$ cat config.mk
export PLATFORM = sky130hd
export DESIGN_NAME = fetch_pc_ctrl_flat
export DESIGN_NICKNAME = d
export VERILOG_FILES = /design/src/rtl/fetch_pc_ctrl_pkg.sv /design/src/rtl/fetch_pc_ctrl_if.sv /design/src/rtl/fetch_pc_ctrl_perf_cnt.sv /design/src/rtl/fetch_pc_ctrl.sv /design/src/flat_wrapper.sv
export SDC_FILE = /design/constraint.sdc
export NUM_CORES = 1
export LEC_CHECK = 0
export CORE_UTILIZATION = 48
export CTS_BUF_LIST = sky130_fd_sc_hd__clkbuf_8 sky130_fd_sc_hd__clkbuf_16
export CTS_CLUSTER_DIAMETER = 80
export DETAILED_ROUTE_END_ITERATION = 6
export PLACE_DENSITY = 0.89
export SYNTH_ARGS = -nofsm -noshare
export SYNTH_HDL_FRONTEND = slang
export SYNTH_HIERARCHICAL = 1
export SYNTH_SLANG_ARGS = --single-unit
$ cat constraint.sdc
create_clock -name clk -period 7.1 [get_ports clk]
set_input_delay 1.775 -clock clk [delete_from_list [all_inputs] [get_ports clk]]
set_output_delay 1.775 -clock clk [all_outputs]
set_load 0.01 [all_outputs]
$ cat src/rtl/fetch_pc_ctrl_pkg.sv
// Shared definitions for the instruction-fetch PC controller.
package fetch_pkg;

  localparam int unsigned PC_WIDTH_DEF    = 32;
  localparam int unsigned INSTR_WIDTH_DEF = 32;
  localparam int unsigned PC_INC          = 4;
  localparam int unsigned PERF_CNT_WIDTH  = 32;

  // Fetch sequencer states: issue a request, wait for its response, or
  // swallow the response of a request made stale by a redirect.
  typedef enum logic [1:0] {
    S_REQ  = 2'd0,
    S_WAIT = 2'd1,
    S_DROP = 2'd2
  } fetch_state_e;

endpackage : fetch_pkg

$ cat src/rtl/fetch_pc_ctrl_if.sv
// Redirect, I-cache and IQ signal bundle of the fetch PC controller.
// "master" is the fetch controller side, "slave" the surrounding pipeline.
interface fetch_pc_ctrl_if #(
  parameter int unsigned PC_WIDTH    = 32,
  parameter int unsigned INSTR_WIDTH = 32
);

  logic                   redirect_valid;
  logic [PC_WIDTH-1:0]    redirect_target;

  logic                   fetch_req_valid;
  logic [PC_WIDTH-1:0]    fetch_req_addr;
  logic                   fetch_req_ready;
  logic                   fetch_resp_valid;
  logic [INSTR_WIDTH-1:0] fetch_resp_instr;

  logic                   iq_full;
  logic                   iq_wr_en;
  logic [INSTR_WIDTH-1:0] iq_instr;
  logic [PC_WIDTH-1:0]    iq_pc;

  modport master (
    input  redirect_valid, redirect_target,
    input  fetch_req_ready, fetch_resp_valid, fetch_resp_instr,
    input  iq_full,
    output fetch_req_valid, fetch_req_addr,
    output iq_wr_en, iq_instr, iq_pc
  );

  modport slave (
    output redirect_valid, redirect_target,
    output fetch_req_ready, fetch_resp_valid, fetch_resp_instr,
    output iq_full,
    input  fetch_req_valid, fetch_req_addr,
    input  iq_wr_en, iq_instr, iq_pc
  );

endinterface : fetch_pc_ctrl_if

$ cat src/rtl/fetch_pc_ctrl_perf_cnt.sv
// Redirect and dropped-response event counters; free-running, wrap at 2^32.
module fetch_perf_cnt
  import fetch_pkg::*;
(
  input  logic                      clk,
  input  logic                      rst,
  input  logic                      redirect,
  input  logic                      drop,
  output logic [PERF_CNT_WIDTH-1:0] perf_redirects,
  output logic [PERF_CNT_WIDTH-1:0] perf_drops
);

  // Count one event per cycle on each strobe.
  always_ff @(posedge clk or posedge rst) begin
    if (rst) begin
      perf_redirects <= '0;
      perf_drops     <= '0;
    end else begin
      if (redirect) perf_redirects <= perf_redirects + PERF_CNT_WIDTH'(1);
      if (drop)     perf_drops     <= perf_drops + PERF_CNT_WIDTH'(1);
    end
  end

endmodule : fetch_perf_cnt

$ cat src/rtl/fetch_pc_ctrl.sv
// Instruction-fetch PC controller: one outstanding word-aligned I-cache
// request at a time, returned instructions written to the IQ with their PC,
// redirects flush any in-flight stale fetch.
// Optional build macro FETCH_PERF_CNT_EN adds perf_redirects/perf_drops.
module fetch_pc_ctrl
  import fetch_pkg::*;
#(
  parameter int unsigned          PC_WIDTH    = PC_WIDTH_DEF,
  parameter int unsigned          INSTR_WIDTH = INSTR_WIDTH_DEF,
  parameter logic [PC_WIDTH-1:0]  RESET_PC    = '0
)(
  input  logic                clk,
  input  logic                rst,
  fetch_pc_ctrl_if.master     bus
`ifdef FETCH_PERF_CNT_EN
  ,
  output logic [31:0]         perf_redirects,
  output logic [31:0]         perf_drops
`endif
);

  fetch_state_e           state_q;
  logic [PC_WIDTH-1:0]    pc_q;
  logic [PC_WIDTH-1:0]    req_pc_q;
  logic                   iq_wr_q;
  logic [INSTR_WIDTH-1:0] iq_instr_q;
  logic [PC_WIDTH-1:0]    iq_pc_q;

  logic                   req_valid_c;
  logic                   req_fire_c;
  logic [PC_WIDTH-1:0]    redirect_pc_c;
  logic                   unused_tgt_bits;

  // Target low bits are meaningless for word fetch.
  assign unused_tgt_bits = ^bus.redirect_target[1:0];
  assign redirect_pc_c   = {bus.redirect_target[PC_WIDTH-1:2], 2'b00};

  // Only S_REQ issues; a full IQ holds off new requests (slot reserved at issue).
  assign req_valid_c = (state_q == S_REQ) && !bus.iq_full && !rst;
  assign req_fire_c  = req_valid_c && bus.fetch_req_ready;

  assign bus.fetch_req_valid = req_valid_c;
  assign bus.fetch_req_addr  = rst ? '0 : pc_q;
  // A same-cycle redirect flushes the IQ, so the pending write is killed.
  assign bus.iq_wr_en        = iq_wr_q && !bus.redirect_valid;
  assign bus.iq_instr        = iq_instr_q;
  assign bus.iq_pc           = iq_pc_q;

  // Fetch sequencer, PC and IQ write registers; redirect overrides the PC last.
  always_ff @(posedge clk or posedge rst) begin
    if (rst) begin
      state_q    <= S_REQ;
      pc_q       <= {RESET_PC[PC_WIDTH-1:2], 2'b00};
      req_pc_q   <= '0;
      iq_wr_q    <= 1'b0;
      iq_instr_q <= '0;
      iq_pc_q    <= '0;
    end else begin
      iq_wr_q <= 1'b0;
      case (state_q)
        S_REQ: begin
          if (req_fire_c) begin
            req_pc_q <= pc_q;
            // Accepted in the redirect cycle: its response is already stale.
            state_q  <= bus.redirect_valid ? S_DROP : S_WAIT;
          end
        end
        S_WAIT: begin
          if (bus.fetch_resp_valid) begin
            state_q <= S_REQ;
            if (!bus.redirect_valid) begin
              iq_wr_q    <= 1'b1;
              iq_instr_q <= bus.fetch_resp_instr;
              iq_pc_q    <= req_pc_q;
              pc_q       <= req_pc_q + PC_WIDTH'(PC_INC);
            end
          end else if (bus.redirect_valid) begin
            state_q <= S_DROP;
          end
        end
        S_DROP: begin
          if (bus.fetch_resp_valid) state_q <= S_REQ;
        end
        default: state_q <= S_REQ;
      endcase
      if (bus.redirect_valid) pc_q <= redirect_pc_c;
    end
  end

`ifdef FETCH_PERF_CNT_EN
  logic resp_drop_c;

  // Responses discarded: stale ones, or those racing a redirect.
  assign resp_drop_c = bus.fetch_resp_valid &&
                       ((state_q == S_DROP) ||
                        ((state_q == S_WAIT) && bus.redirect_valid));

  fetch_perf_cnt u_perf_cnt (
    .clk            (clk),
    .rst            (rst),
    .redirect       (bus.redirect_valid),
    .drop           (resp_drop_c),
    .perf_redirects (perf_redirects),
    .perf_drops     (perf_drops)
  );
`endif

endmodule : fetch_pc_ctrl

$ cat src/flat_wrapper.sv
// flat-port wrapper written by rule: the top's interface ports become plain ports
module fetch_pc_ctrl_flat import fetch_pkg::*;
#(
  parameter int unsigned          PC_WIDTH    = PC_WIDTH_DEF,
  parameter int unsigned          INSTR_WIDTH = INSTR_WIDTH_DEF,
  parameter logic [PC_WIDTH-1:0]  RESET_PC    = '0
)
  (clk, rst, bus_redirect_valid, bus_redirect_target, bus_fetch_req_ready, bus_fetch_resp_valid, bus_fetch_resp_instr, bus_iq_full, bus_fetch_req_valid, bus_fetch_req_addr, bus_iq_wr_en, bus_iq_instr, bus_iq_pc);
  fetch_pc_ctrl_if #(.PC_WIDTH(PC_WIDTH), .INSTR_WIDTH(INSTR_WIDTH)) bus_i ();
  input  logic clk;
  input  logic rst;
  input wire logic [$bits(bus_i.redirect_valid)-1:0] bus_redirect_valid;
  input wire logic [$bits(bus_i.redirect_target)-1:0] bus_redirect_target;
  input wire logic [$bits(bus_i.fetch_req_ready)-1:0] bus_fetch_req_ready;
  input wire logic [$bits(bus_i.fetch_resp_valid)-1:0] bus_fetch_resp_valid;
  input wire logic [$bits(bus_i.fetch_resp_instr)-1:0] bus_fetch_resp_instr;
  input wire logic [$bits(bus_i.iq_full)-1:0] bus_iq_full;
  output wire logic [$bits(bus_i.fetch_req_valid)-1:0] bus_fetch_req_valid;
  output wire logic [$bits(bus_i.fetch_req_addr)-1:0] bus_fetch_req_addr;
  output wire logic [$bits(bus_i.iq_wr_en)-1:0] bus_iq_wr_en;
  output wire logic [$bits(bus_i.iq_instr)-1:0] bus_iq_instr;
  output wire logic [$bits(bus_i.iq_pc)-1:0] bus_iq_pc;
  assign bus_i.redirect_valid = bus_redirect_valid;
  assign bus_i.redirect_target = bus_redirect_target;
  assign bus_i.fetch_req_ready = bus_fetch_req_ready;
  assign bus_i.fetch_resp_valid = bus_fetch_resp_valid;
  assign bus_i.fetch_resp_instr = bus_fetch_resp_instr;
  assign bus_i.iq_full = bus_iq_full;
  assign bus_fetch_req_valid = bus_i.fetch_req_valid;
  assign bus_fetch_req_addr = bus_i.fetch_req_addr;
  assign bus_iq_wr_en = bus_i.iq_wr_en;
  assign bus_iq_instr = bus_i.iq_instr;
  assign bus_iq_pc = bus_i.iq_pc;
  fetch_pc_ctrl #(.PC_WIDTH(PC_WIDTH), .INSTR_WIDTH(INSTR_WIDTH), .RESET_PC(RESET_PC)) u_core (.clk(clk), .rst(rst), .bus(bus_i));
endmodule
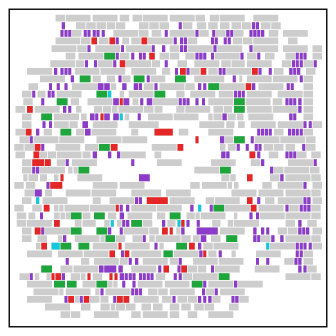
run_1/logic_types.png
Key: cyan = inverters [cells 8, most used inv_1]; purple = NAND gates [cells 265, most used nand2_1, where all over the die]; green = multiplexers [cells 35, most used mux2_2]; red = NOR gates [cells 52, most used nor2b_1, where all over the die]

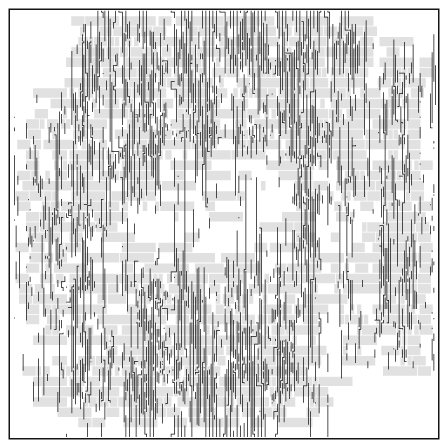
run_1/layer_met2.png
The longest straight run is 42.8 um. The layer carries 7640 um of wire.
M2 GR Usage: 0.4176
Post-Route WL: 15.63 mm

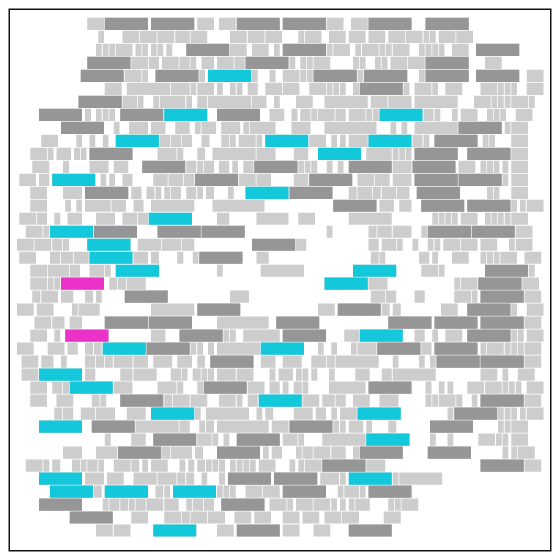
run_1/flops_by_reg.png
Key: cyan = u_core/pc_q [placed flops 32]; magenta = u_core/state_q [placed flops 2]
Another 97 sequential cells are not colored.

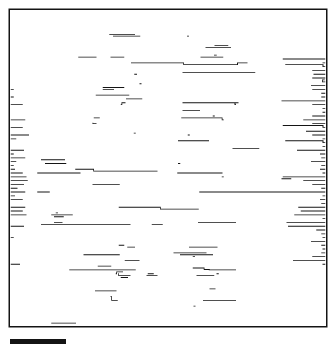
run_1/layer_met3.png
Scale bar: 20 um.
The wires run mostly horizontal. The longest straight run is 44.9 um. 121 nets have wire on it. The layer holds 6.2% of the routed length.
via count: 5051
M3 GR Usage: 0.05678

==> impl_metrics.ini, run 1 <==
; physical design summary
[sta]
whs_ps = 467.5
rsz0062_at_grt = false

[pwr]
switching_power_uw = 690.3
pwr-share-comb = 0.220
pwr_density_cell_nw_per_um2 = 304.0
p_leak_uw = 0.003847

[grt]
antenna_found_initial = 0
first_global_vias = 5036
grt_pass1_wl_mm = 25.15
grt_max_degree = 90

[setup_path]
reg2reg_from = u_core/state_q[1]$_DFFE_PP0P_
crit_type = primary input to primary output
startpoint_type = primary input

[clock_network]
postCtsSetupBuffers = 0
clkSinkCount = 131
cts.path.max_buffers = 2
cts_tree = built
cts.clk_slew.worst_paths_ps = 50
h-tree-depth = 4
cts_hold_buffers = 0

[yosys]
ys_ff = 131
async_flop_share = 1.000
ys_cells = 614
synth-edff-count = 0
ys_area_sq_um = 5922

[final_layout]
area_growth_pct = 40.19
drive_gt1_frac = 0.1073
antenna_cells = 0

[detailed_routing]
drcViolationCount = 0
ant_nets = 0
drt_pre_antenna_iters = 4
wl_per_cell_um = 16.81
drt_iter0_markers = 357

[floorplan]
fp_util = 0.4930
die_x_um = 113.1
io_pins = 168

[run]
warnings = 28

[outcome]
outcome = finished, final reports clean

[hold_path]
min_path_type = flop to flop
run 1: per-layer routing:
metal,part of all wire,wire length [um]
met5,0,0
met4,0.022,344
met3,0.062,963
met2,0.49,7638
met1,0.43,6685
run 1: final timing paths:
path | endpoint | slack, ps | cells after the start
min in group asynchronous | u_core/pc_q[1]$_DFFE_PP0P_ | 2420 | 2
max | bus_fetch_req_valid | 1450 | 4
min reg2reg | u_core/bus.iq_instr[31]$_DFFE_PP0P_ | 470 | 2
max in group asynchronous | u_core/pc_q[10]$_DFFE_PP0P_ | 3530 | 3
max reg2reg | u_core/bus.iq_pc[21]$_DFFE_PP0P_ | 3680 | 6
min | u_core/bus.iq_instr[31]$_DFFE_PP0P_ | 470 | 2
run 1: worst max-delay path: stages:
cell             delay [ps]
clkdlybuf4s50_1         800
buf_4                   430
nor4_2                  270
clkdlybuf4s50_1         590
run 1: synthesized netlist by cell type, types with 3 or more instances:
library cell | n | area [sq um]
inv_1 | 7 | 26.28
xor2_1 | 17 | 148.9
buf_2 | 16 | 80.08
o221ai_2 | 4 | 60.06
and3_1 | 8 | 50.05
dfrtp_1 | 131 | 3278
a21oi_1 | 10 | 50.05
nand4_1 | 10 | 62.56
nor2b_1 | 33 | 206.5
mux2_2 | 32 | 360.4
xnor2_1 | 10 | 87.58
nor2_1 | 13 | 48.80
nand2_1 | 240 | 900.9
nand3_1 | 11 | 55.05
clkbuf_1 | 18 | 67.56
mux2i_1 | 3 | 30.03
o21ai_0 | 15 | 75.07
o221ai_1 | 14 | 122.6
run 1: state kept, by name, indices dropped and copies added, names as in the netlist:
register,flops
u_core/bus.iq_instr,32
u_core/bus.iq_pc,32
u_core/iq_wr_q,1
u_core/pc_q,32
u_core/req_pc_q,32
u_core/state_q,2
run 1: logic make-up (layout without fill, tap and decap cells):
kind of cell | after synthesis | in the layout | share of synthesized area
compound gates | 49 | 49 | 0.05958
xor+xnor | 27 | 27 | 0.03993
fa+ha+maj | 1 | 1 | 0.002112
mux | 35 | 35 | 0.06592
flops | 131 | 131 | 0.5536
simple gates | 328 | 328 | 0.2483
buf+inv | 43 | 212 | 0.03064
run 1: area by class of cell:
| cell class | count | share of cell area |
|---|---|---|
| clock buffer | 21 | 0.05787 |
| sequential | 131 | 0.3949 |
| inverter | 8 | 0.004220 |
| timing repair buffer | 172 | 0.2047 |
| clock inverter | 11 | 0.01899 |
| tap | 147 | 0.02216 |
| multi-input combinational | 440 | 0.2972 |
run 1: power groups by stage:
stage / clock network, uW / logic, uW / registers, uW
final: 938 / 555 / 1030
after global routing: 980 / 600 / 1050
after CTS: 949 / 558 / 1030
after detailed placement: 0 / 551 / 1040
after global placement: 0 / 534 / 1030
after floorplan: 0 / 229 / 1050
run 1: metrics by stage:
step / std cells / instance area [sq um] / worst slack [ps]
detailed placement: 898 / 7664 / 1455
global route: 930 / 8302 / 1333
CTS: 930 / 8302 / 1447
global placement: 898 / 7664 / 1501
finish: 930 / 8302 / 1448
floorplan: 614 / 5922 / 1623
==> inputs of run 2 (changes only) <==
--- a/config.mk
+++ b/config.mk
@@ -5,11 +5,11 @@
 export SDC_FILE = /design/constraint.sdc
 export NUM_CORES = 1
 export LEC_CHECK = 0
-export CORE_UTILIZATION = 48
+export CORE_UTILIZATION = 43
 export CTS_BUF_LIST = sky130_fd_sc_hd__clkbuf_8 sky130_fd_sc_hd__clkbuf_16
 export CTS_CLUSTER_DIAMETER = 80
 export DETAILED_ROUTE_END_ITERATION = 6
-export PLACE_DENSITY = 0.89
+export PLACE_DENSITY = 0.85
 export SYNTH_ARGS = -nofsm -noshare
 export SYNTH_HDL_FRONTEND = slang
 export SYNTH_HIERARCHICAL = 1
==> constraint.sdc (replaced) <==
create_clock -name clk -period 5.03 [get_ports clk]
set_input_delay 1.2575 -clock clk [delete_from_list [all_inputs] [get_ports clk]]
set_output_delay 1.2575 -clock clk [all_outputs]
set_load 0.01 [all_outputs]
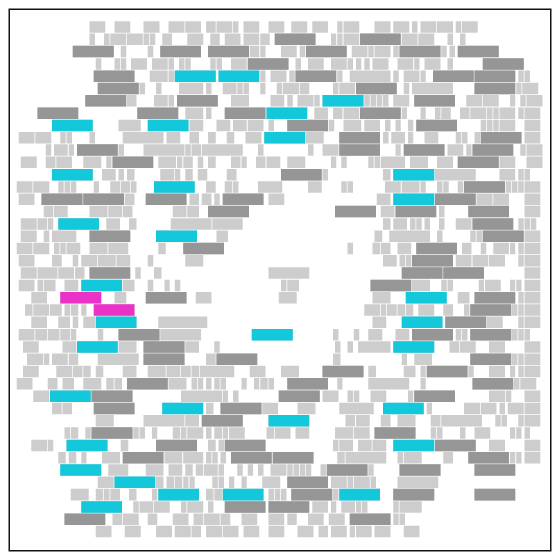
run_2/flops_by_reg.png
Key: magenta = u_core/state_q [placed flops 2]; cyan = u_core/pc_q [placed flops 32, where all over the die]
Another 97 sequential cells are not colored.
Finished Core Util: 0.6198
Seq power: 1450 uW
sequential cell area share: 0.3962

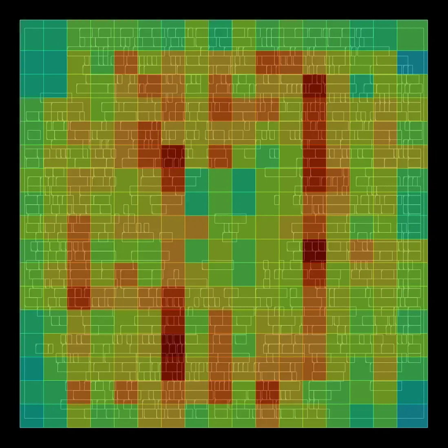
run_2/congestion.png
Top Usage Layer GRT: met2
M2 GR Usage: 0.3496

==> run 2 against run 1 <==
  * Via count decreased by 3.2%
  * Cell count increased by 3.4%
  * Die area increased by 11%
  * Critical path depth unchanged
  * Design area decreased by 0.35%
  * Critical path type unchanged
  * Non-clock buffer count increased by 4
  * Global-route usage decreased by 3.2 points
  * First-iteration DRC count decreased by 35%
  * Wire length decreased by 4.4%
  * Sequential power increased by 41%
  * Synthesized cell count unchanged
  * Worst setup slack got worse by 390 ps
==> impl_metrics.ini, run 2 <==
; physical design summary
[detailed_routing]
routed-wl-met3_um = 732
wl_met2_mm = 7.004
drt_iter0_markers = 233
drt_pre_antenna_iters = 4
wl_met1_mm = 7.070
ant_nets = 0
top_layer = met4
drcViolationCount = 0

[grt]
grt_pass1_wl_mm = 24.35
grt_max_degree = 92
antenna_found_initial = 0

[final_layout]
drive_gt1_frac = 0.1056
antenna_cells = 0
area_growth_pct = 39.70

[yosys]
ys_ff = 131
synth_top_cell_by_count = nand2_1
ys_cells = 614
yosysTopAreaCellShare = 0.5536
common_cells = nand2_1 (240), dfrtp_1 (131), nor2b_1 (33)
async_flop_share = 1.000
ys_area_sq_um = 5922
synth.area.top_cells = dfrtp_1 (55%), nand2_1 (15%), mux2_2 (6.1%), nor2b_1 (3.5%), xor2_1 (2.5%)
synth-edff-count = 0

[sta]
worst_pin_slew_ps = 979.6
whs_ps = 470.5
skew_ps = 6.861
final-hold-violation-count = 0
rsz0062_at_grt = false

[pwr]
p_leak_uw = 0.003844
pwr_density_cell_nw_per_um2 = 403.0

[run]
warnings = 28

[clock_network]
cts.path.max_buffers = 2
h-tree-depth = 4
cts_tree = built
cts.clk_slew.worst_paths_ps = 50
cts_hold_buffers = 0
clkSinkCount = 131
postCtsSetupBuffers = 0

[outcome]
outcome = finished, final reports clean

[setup_path]
startpoint_type = primary input
reg2reg_from = u_core/req_pc_q[4]$_DFFE_PP0P_
crit_type = primary input to primary output
cp_max_fo = 13

[floorplan]
io_pins = 168
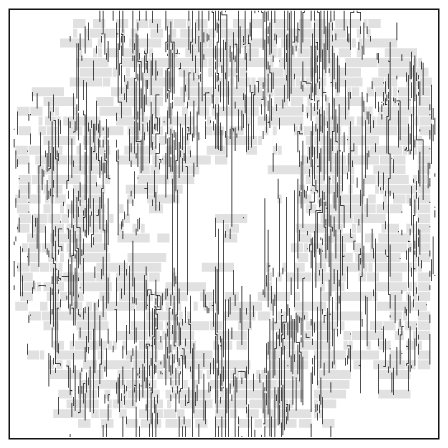
run_2/layer_met2.png
The longest straight run is 51.3 um. The wires run mostly vertical. The layer holds 47% of the routed length.
Post-Route WL: 14.94 mm
via count: 4888

## run 2: cell counts after synthesis
No cell type changed its count.
## run 2: cells by family (layout without fill, tap and decap cells)
logic type / count (synthesis) / in the layout / share of synthesized area
buffers and inverters: 43 / 215 / 0.03064
DFF: 131 / 131 / 0.5536
AOI/OAI and AO/OA: 49 / 49 / 0.05958
adders and majority gates: 1 / 1 / 0.002112
and+or+nand+nor: 328 / 328 / 0.2483
xor gates and xnor gates: 27 / 27 / 0.03993
muxes: 35 / 35 / 0.06592
## run 2: path summary, 6_finish.rpt
check	end	slack, ps	depth (start not counted)
max reg2reg	u_core/pc_q[31]$_DFFE_PP0P_	2700	6
max in group asynchronous	u_core/req_pc_q[7]$_DFFE_PP0P_	2730	4
min in group asynchronous	u_core/bus.iq_pc[21]$_DFFE_PP0P_	1600	3
max	bus_fetch_req_valid	1050	4
min reg2reg	u_core/bus.iq_instr[2]$_DFFE_PP0P_	470	2
min	u_core/bus.iq_instr[2]$_DFFE_PP0P_	470	2
## run 2: cell type report
cell class	instances	share of cell area
Clock buffer	19	0.05475
Clock inverter	12	0.009377
Inverter	8	0.004235
Multi-Input combinational cell	440	0.2982
Sequential cell	131	0.3962
Tap cell	176	0.02662
Timing Repair Buffer	176	0.2105
## run 2: critical path, stage by stage
cell             delay [ps]
clkdlybuf4s50_1         410
buf_4                   200
nor4_2                  260
clkdlybuf4s50_1         590
## run 2: report_power, final
group / total (uW) / internal [uW] / switching, uW
Sequential: 1450 / 1270 / 187
Combinational: 774 / 447 / 327
Clock: 1100 / 686 / 419
Total: 3330 / 2400 / 933
## run 2: layer usage
metal / vias up / track usage
li1: 2340 / -
met1: 2390 / 0.3019
met2: 148 / 0.3496
met3: 10 / 0.04885
met4: 0 / 0.07266
met5: - / 0
## run 2: stage by stage
stage | utilization | setup WS, ps | cell area (sq um) | cells
after CTS | 0.6198 | 1039 | 8273 | 962
after floorplan | - | 70.74 | 5922 | 614
after detailed placement | 0.5801 | 1054 | 7742 | 931
after global routing | 0.6198 | 954.2 | 8273 | 962
after global placement | 0.5801 | 1066 | 7742 | 931
final | 0.6198 | 1055 | 8273 | 962
Power is estimated from default activity; no workload was simulated.
